**Run 1: placed cells, one colour a class**

The bar under the picture is 20 um long.
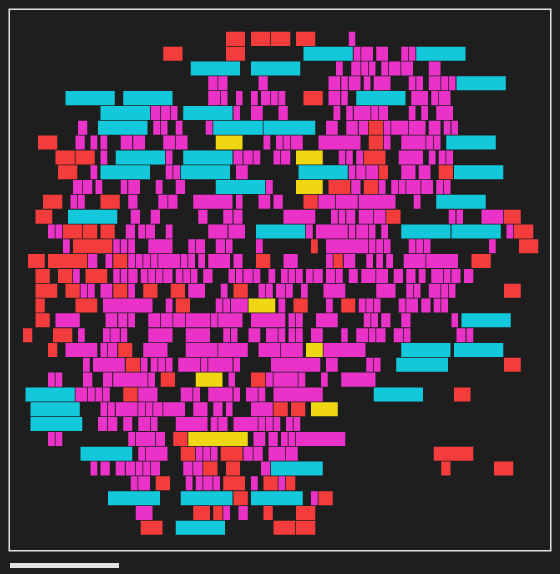
**Run 1: selected gate families**

The bar under the picture is 20 um long.
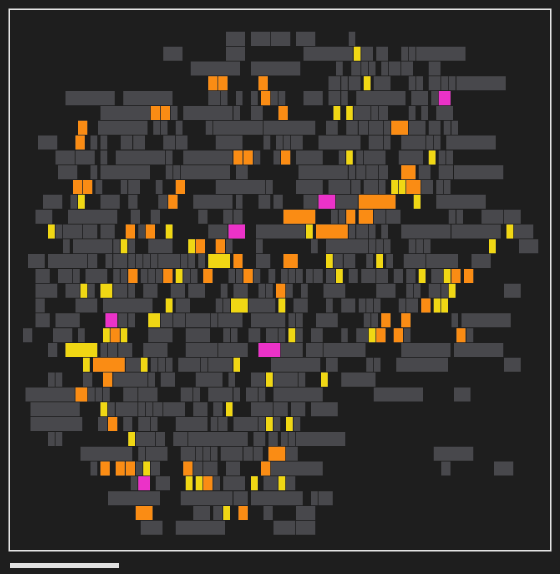
**Run 1: routed clock nets over the placement**

The bar under the picture is 20 um long.
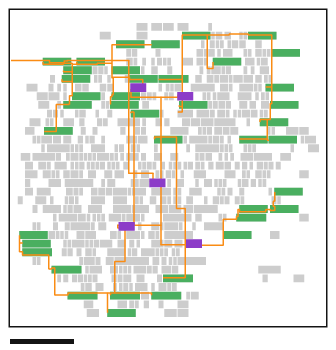
**Run 1: clock routing**

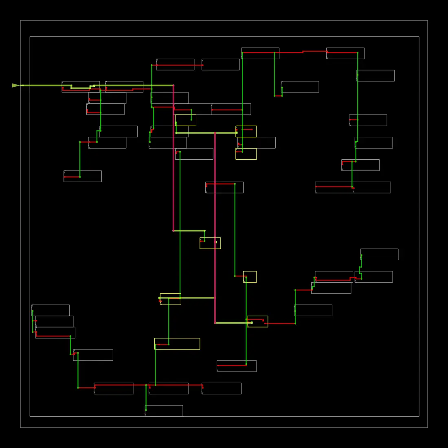
==> config.mk <==
export PLATFORM = sky130hd
export DESIGN_NAME = pes_elc_scheduler
export DESIGN_NICKNAME = d
export VERILOG_FILES = /design/src/rtl/pes_elc_scheduler.sv
export SDC_FILE = /design/constraint.sdc
export NUM_CORES = 1
export LEC_CHECK = 0
export ABC_AREA = 1
export CAP_MARGIN = 0
export CORE_MARGIN = 2
export CORE_UTILIZATION = 35
export CTS_CLUSTER_SIZE = 10
export DETAILED_ROUTE_END_ITERATION = 8
export GPL_ROUTABILITY_DRIVEN = 1
export GPL_TIMING_DRIVEN = 0
export HOLD_SLACK_MARGIN = 0.08
export PLACE_DENSITY = 0.65
export SYNTH_ARGS = -nofsm -noshare
export SYNTH_HDL_FRONTEND = slang
export SYNTH_SLANG_ARGS = --single-unit
==> constraint.sdc <==
create_clock -name clk -period 1.5 [get_ports clk]
set_clock_uncertainty 0.05 [all_clocks]
set_input_delay 0.375 -clock clk [delete_from_list [all_inputs] [get_ports clk]]
set_output_delay 0.375 -clock clk [all_outputs]
set_load 0.01 [all_outputs]
==> impl_metrics.yaml, run 1 <==
# flow metrics
outcome:
  outcome: "complete, but fails checks"
  violations: "setup timing"
critical_path:
  cp.buffers_inverters: 3
  cp.depth: 14
  reg2reg_slack_ps: -690
  start_kind: "input pin"
  critPathMaxFanout: 8
  cp-end-kind: "flip-flop"
  crit_chain: "buf_4, inv_8, nand2_2, or4_4, ha_4, nor2_2, nand2_2, nor2_4, nand3_4, a21boi_4, buf_6, nand4_4, nand2_1, nand2_1"
  critPathMaxStageDelay_ps: 530
  arrival_ps: 2430
  critPathSlowestCell: "or4_4"
  crit_type: "input pin to flip-flop"
  r2r_cells: 7
timing:
  tightest_slew_ps: 715
  finalSetupTns_ps: -23800
  finalWorstSetupSlack_ps: -783
  slew_violations: 0
  timing.final.crit_period_ps: 2280
  rsz0062_at_grt: "yes"
  layout_worst_path_cycle_share: 1.52
  maxSlewHeadroom: 0.520
  finalSetupViolations: 44
clocking:
  cts_root_buf: "clkbuf_8"
  clk_path_buf_depth: 2
route:
  dr.pass1.iters: 5
  first_iter_violations: 194
  ant_nets: 0
  viasPerCell: 5.12
  wire_per_inst_um: 14.5
  num_vias: 3408
  wl_met1_mm: 4.19
  routed_wirelength_mm: 9.63
place:
  dp_hpwl_mm: 6.68
  port_buffers: 41
global_routing:
  grt_use_met3: 0.0323
  antenna_found_initial: 0
  grt_start_max_net_pins: 32
  grt_use_met1: 0.260
  grt-ovfl-total: 0
  grt_util_met2: 0.338
  grt_pass1_vias: 3288
synth:
  ys_seq_elements: 40
  synth_area_per_cell_um2: 6.78
  synthAoiAreaFrac: 0.101
  simple_gate_share: 0.419
  ys_sh_adder: 0.0671
  ys_sh_xor: 0.0166
  synthTopLogicFamily: "simple AND/OR/NAND/NOR gates"
  yosysChipArea_um2: 3170
  ys_types: 42
finish:
  layout.non_clock_buffers: 86
  clock_cell_area_share: 0.0272
  buf_share: 0.168
pwr:
  peakVddDrop_v: 0.000520
  power.density_nw_per_um2: 1130
  power_switching_mw: 2.20
  power_frac_comb: 0.500
flow_run:
  cap_violations: 0
  openroad.warnings: 38
min_path:
  hp-class: "input pin to async pin"
floorplan:
  initCoreUtil: 0.362
  die_area_um2: 9830
-- 'placed cells, one colour a class' (at the start) --
red -> other buffers and delay cells  # cells 86
yellow -> clock drivers and dummy loads  # cells 8
cyan -> flip-flops  # cells 40
magenta -> all other logic  # cells 423
flop share of the area: 0.226
post-layout util: 0.510
post-route cell area: 4470 um^2
CORE AREA: 8760 um^2

-- 'selected gate families' (at the start) --
yellow -> inverters  # cells 54
orange -> inverting AOI/OAI gates  # cells 57
magenta -> AND and OR gates  # cells 6
most instantiated logic cell after routing: nand2_1
fin cells: 665
Comb area share: 0.496

-- 'routed clock nets over the placement' (at the start) --
green -> flip-flops  # count 40
orange -> clock wires  # length 651 um
purple -> cells driving clock nets  # count 5
flops lie = spread over the die
Power Clock: 973 uW
Clock power frac: 0.192
clk latency late pin: 300 ps

-- 'clock routing' (at the start) --
CTS buffer count: 5
Flops: 40
Clock Sinks: 40
clkbuf count: 6

==> run 1: stage by stage <==
step	instance area (um^2)	setup slack, ps
2_1_floorplan	3260	-925
3_3_place_gp	3810	-1820
3_5_place_dp	3820	-1880
4_1_cts	4260	-711
5_1_grt	4470	-897
6_report	4470	-783
==> run 1: synth_stat cells <==
library cell | number | share of area
dfrtp_1 | 39 | 0.31
nor3_2 | 1 | 0.0032
nor3b_2 | 1 | 0.0039
nor4_4 | 1 | 0.0067
a21oi_2 | 1 | 0.0028
buf_4 | 1 | 0.0024
buf_8 | 1 | 0.0047
nand2_2 | 2 | 0.0039
conb_1 | 1 | 0.0012
nand4_4 | 2 | 0.013
nand4_1 | 13 | 0.026
ha_1 | 17 | 0.067
o21ai_1 | 7 | 0.011
nor2_4 | 3 | 0.011
inv_2 | 16 | 0.019
nor3_4 | 1 | 0.0051
dfstp_2 | 1 | 0.0083
nor3_1 | 3 | 0.0047
or2_2 | 2 | 0.0039
and2_4 | 1 | 0.0028
xnor2_1 | 1 | 0.0028
a21oi_1 | 25 | 0.039
buf_6 | 1 | 0.0036
o21ai_0 | 16 | 0.025
buf_2 | 1 | 0.0016
o21ai_4 | 1 | 0.0051
nand3_1 | 38 | 0.060
nand2_4 | 3 | 0.011
o211ai_1 | 2 | 0.0047
nand2_1 | 159 | 0.19
xor2_1 | 5 | 0.014
o22ai_1 | 1 | 0.0020
and2_0 | 1 | 0.0020
nor2_2 | 5 | 0.0099
nand3b_1 | 1 | 0.0024
or4_1 | 1 | 0.0024
a21boi_4 | 1 | 0.0059
nor3b_1 | 1 | 0.0024
inv_1 | 38 | 0.045
clkbuf_1 | 2 | 0.0024
nor2_1 | 48 | 0.057
a21boi_0 | 2 | 0.0047
==> run 1 -> run 2 <==
- CTS_CLUSTER_DIAMETER: default -> 30
- GPL_ROUTABILITY_DRIVEN: 1 -> 0
**Run 2: selected gate families**

The bar under the picture is 20 um long.
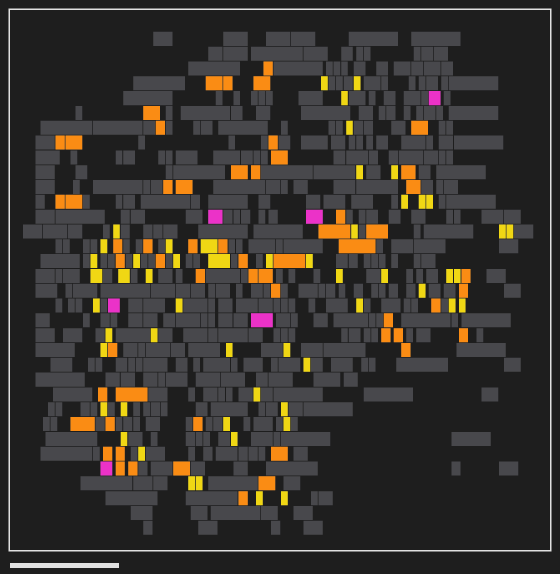
orange -> inverting AOI/OAI gates  # cells 57
magenta -> AND and OR gates  # cells 6
yellow -> inverters  # cells 54
Comb area share: 0.490
fin cells: 677

**Run 2: placed cells, one colour a class**

The bar under the picture is 20 um long.
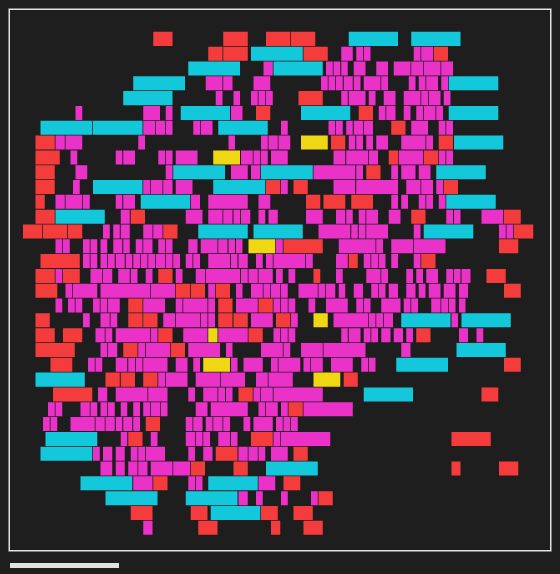
yellow -> clock drivers and dummy loads  # cells 7
magenta -> all other logic  # cells 423
red -> other buffers and delay cells  # cells 99
cyan -> flip-flops  # cells 40
Rows: 34
post-route cell area: 4630 um^2

==> impl_metrics.yaml, run 2 <==
# flow metrics
clocking:
  cts-resized-gates: 114
  clk_path_buf_depth: 2
  htreeDepth: 2
  path_clk_slew_ps: 90
  cts_root_buf: "clkbuf_8"
  cts_tree: "built"
  holdBufCountCts: 1
  insertion_delay_ps: 300
  cts.sinks: 40
  post-cts-setup-buffers: 36
  cts_buffers: 5
timing:
  max_freq_mhz: 454
  slew_violations: 0
  timing.final.crit_period_ps: 2200
  finalHoldViolCount: 0
  finalSetupViolations: 38
  layout_worst_path_cycle_share: 1.47
  rsz0062_at_grt: "yes"
  finalWorstSetupSlack_ps: -700
route:
  routed_wirelength_mm: 9.64
  dr.pass1.iters: 4
  drc_errors: 0
  wire_per_inst_um: 14.2
  viasPerCell: 5.06
  ant_nets: 0
  num_vias: 3427
  first_iter_violations: 165
place:
  place_inst: 617
  port_buffers: 41
  dp_hpwl_mm: 6.61
pwr:
  p_leak_nw: 2.21
  power.density_nw_per_um2: 1110
  peakVddDrop_v: 0.000543
critical_path:
  critPathMaxStageDelay_ps: 460
  crit_type: "input pin to flip-flop"
  cp.depth: 14
  critPathMaxFanout: 5
  cp.buffers_inverters: 2
  cp-end-kind: "flip-flop"
  start_kind: "input pin"
  worst_path_dominant_cell_family: "simple AND/OR/NAND/NOR gates"
  r2r_cells: 11
  reg2reg_slack_ps: -420
  arrival_ps: 2400
  critPathRequiredTime_ps: 1700
  crit_chain: "buf_12, nor2_4, nand2_2, or4_4, ha_1, nand2_2, nand2_4, nor2_4, nand3_4, o21ai_4, nand3_1, nand3_1, o21ai_1, inv_2"
  critPathSlowestCell: "or4_4"
finish:
  post-route-util: 0.529
  mostFrequentLayoutCells: "139 x nand2_1, 49 x buf_4, 39 x nor2_1"
  layout_top_cell: "nand2_1"
  drive_gt1_frac: 0.341
  antenna_cells: 0
  nets: 607
  syn2layout_area_growth_pct: 46.2
floorplan:
  die_w_um: 99.1
  io_pins: 43
  die_y_um: 99.1
  die_area_um2: 9830
  initCoreUtil: 0.362
  coreArea_um2: 8760
synth:
  yosysWarnings: 0
  synth.top_cell.area_share: 0.308
  synth-async-reset-ratio: 1.00
  ys_types: 42
  ff_type: "dfrtp_1"
  top_cell: "nand2_1"
  synth_area_per_cell_um2: 6.78
  synth_area_um2: 3170
  yosysChipArea_um2: 3170
  ys_seq_elements: 40
  ys_cells: 467
  synth.area.top_cells: "dfrtp_1 31%, nand2_1 19%, ha_1 6.7%"
  netlist.top_cell.by_area: "dfrtp_1"
  edf_count: 0
  ys_seq_share: 0.316
  synthCells: 467
  mappedNetlistNets: 505
  ys_top_cells_by_count: "159 x nand2_1, 48 x nor2_1, 39 x dfrtp_1"
flow_run:
  openroad.warnings: 38
  cap_violations: 0
global_routing:
  antenna_found_initial: 0
  grt_start_max_net_pins: 32
  grt_pass1_wl_mm: 15.9
  grt_usage: 0.200
  grt_pass1_vias: 3301
  grt-ovfl-total: 0
outcome:
  violations: "setup timing"
  outcome: "complete, but fails checks"
min_path:
  holdPathStages: 3
  hp-class: "input pin to flip-flop"
**Run 2: clock routing**

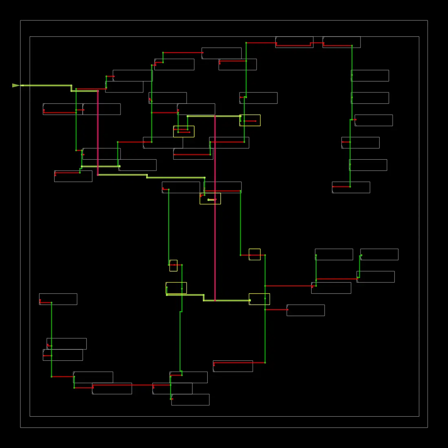
clkbuf count: 5
Power Clock: 734 uW

[run 2: netlist changes by cell type in the layout (fill, tap and decap cells not counted), sizes merged]
cell and change:
clkdlybuf4s15 +4, bufinv -1, inv +1, buf +11
clkinv -1, clkbuf -2, dlygate4sd2 +1, clkdlybuf4s50 -10
dlymetal6s2s +8, clkinvlp +1
[run 2: logic make-up after synthesis]
kind of cell	Yosys count	synth area share
xor+xnor	6	0.0166
compound gates	56	0.101
buf+inv	60	0.0786
other cells	1	0.00118
fa+ha+maj	17	0.0671
simple gates	287	0.419
flops	40	0.316
[run 2: report_power, final]
part	internal [mW]	switching, mW
logic	1.20	1.61
registers	1.31	0.261
clock network	0.316	0.418
total	2.83	2.29
[run 2: per-stage QoR]
step	power [mW]	cell area (um^2)	setup TNS, ps	hold slack [ps]	worst slack [ps]
2_1_floorplan	3.14	3260	-21270	29.4	-925
3_3_place_gp	3.69	3810	-97790	411	-1820
4_1_cts	4.94	4340	-19430	430	-655
5_1_grt	5.54	4630	-23800	357	-816
3_5_place_dp	3.74	3820	-53870	217	-1860
6_report	5.12	4630	-19450	333	-700
[run 2: per-layer routing]
layer,GRT usage,routed length (um),vias to the layer above
li1,-,-,1714
met4,0.0474,137,0
met3,0.0260,397,9
met2,0.339,4800,87
met5,0,0,-
met1,0.272,4310,1617
[run 2: final cells by class]
class / count / area [um^2]
flip-flops and latches: 40 / 1020
plain buffers: 5 / 32.5
repair buffers: 94 / 873
well taps: 108 / 135
clock inverters: 2 / 12.5
inverters: 54 / 220
fillers: 832 / 4130
clock buffers: 5 / 68.8
multi-input cells: 369 / 2270
Power figures rest on the tool's default switching activity, not on a simulated workload.
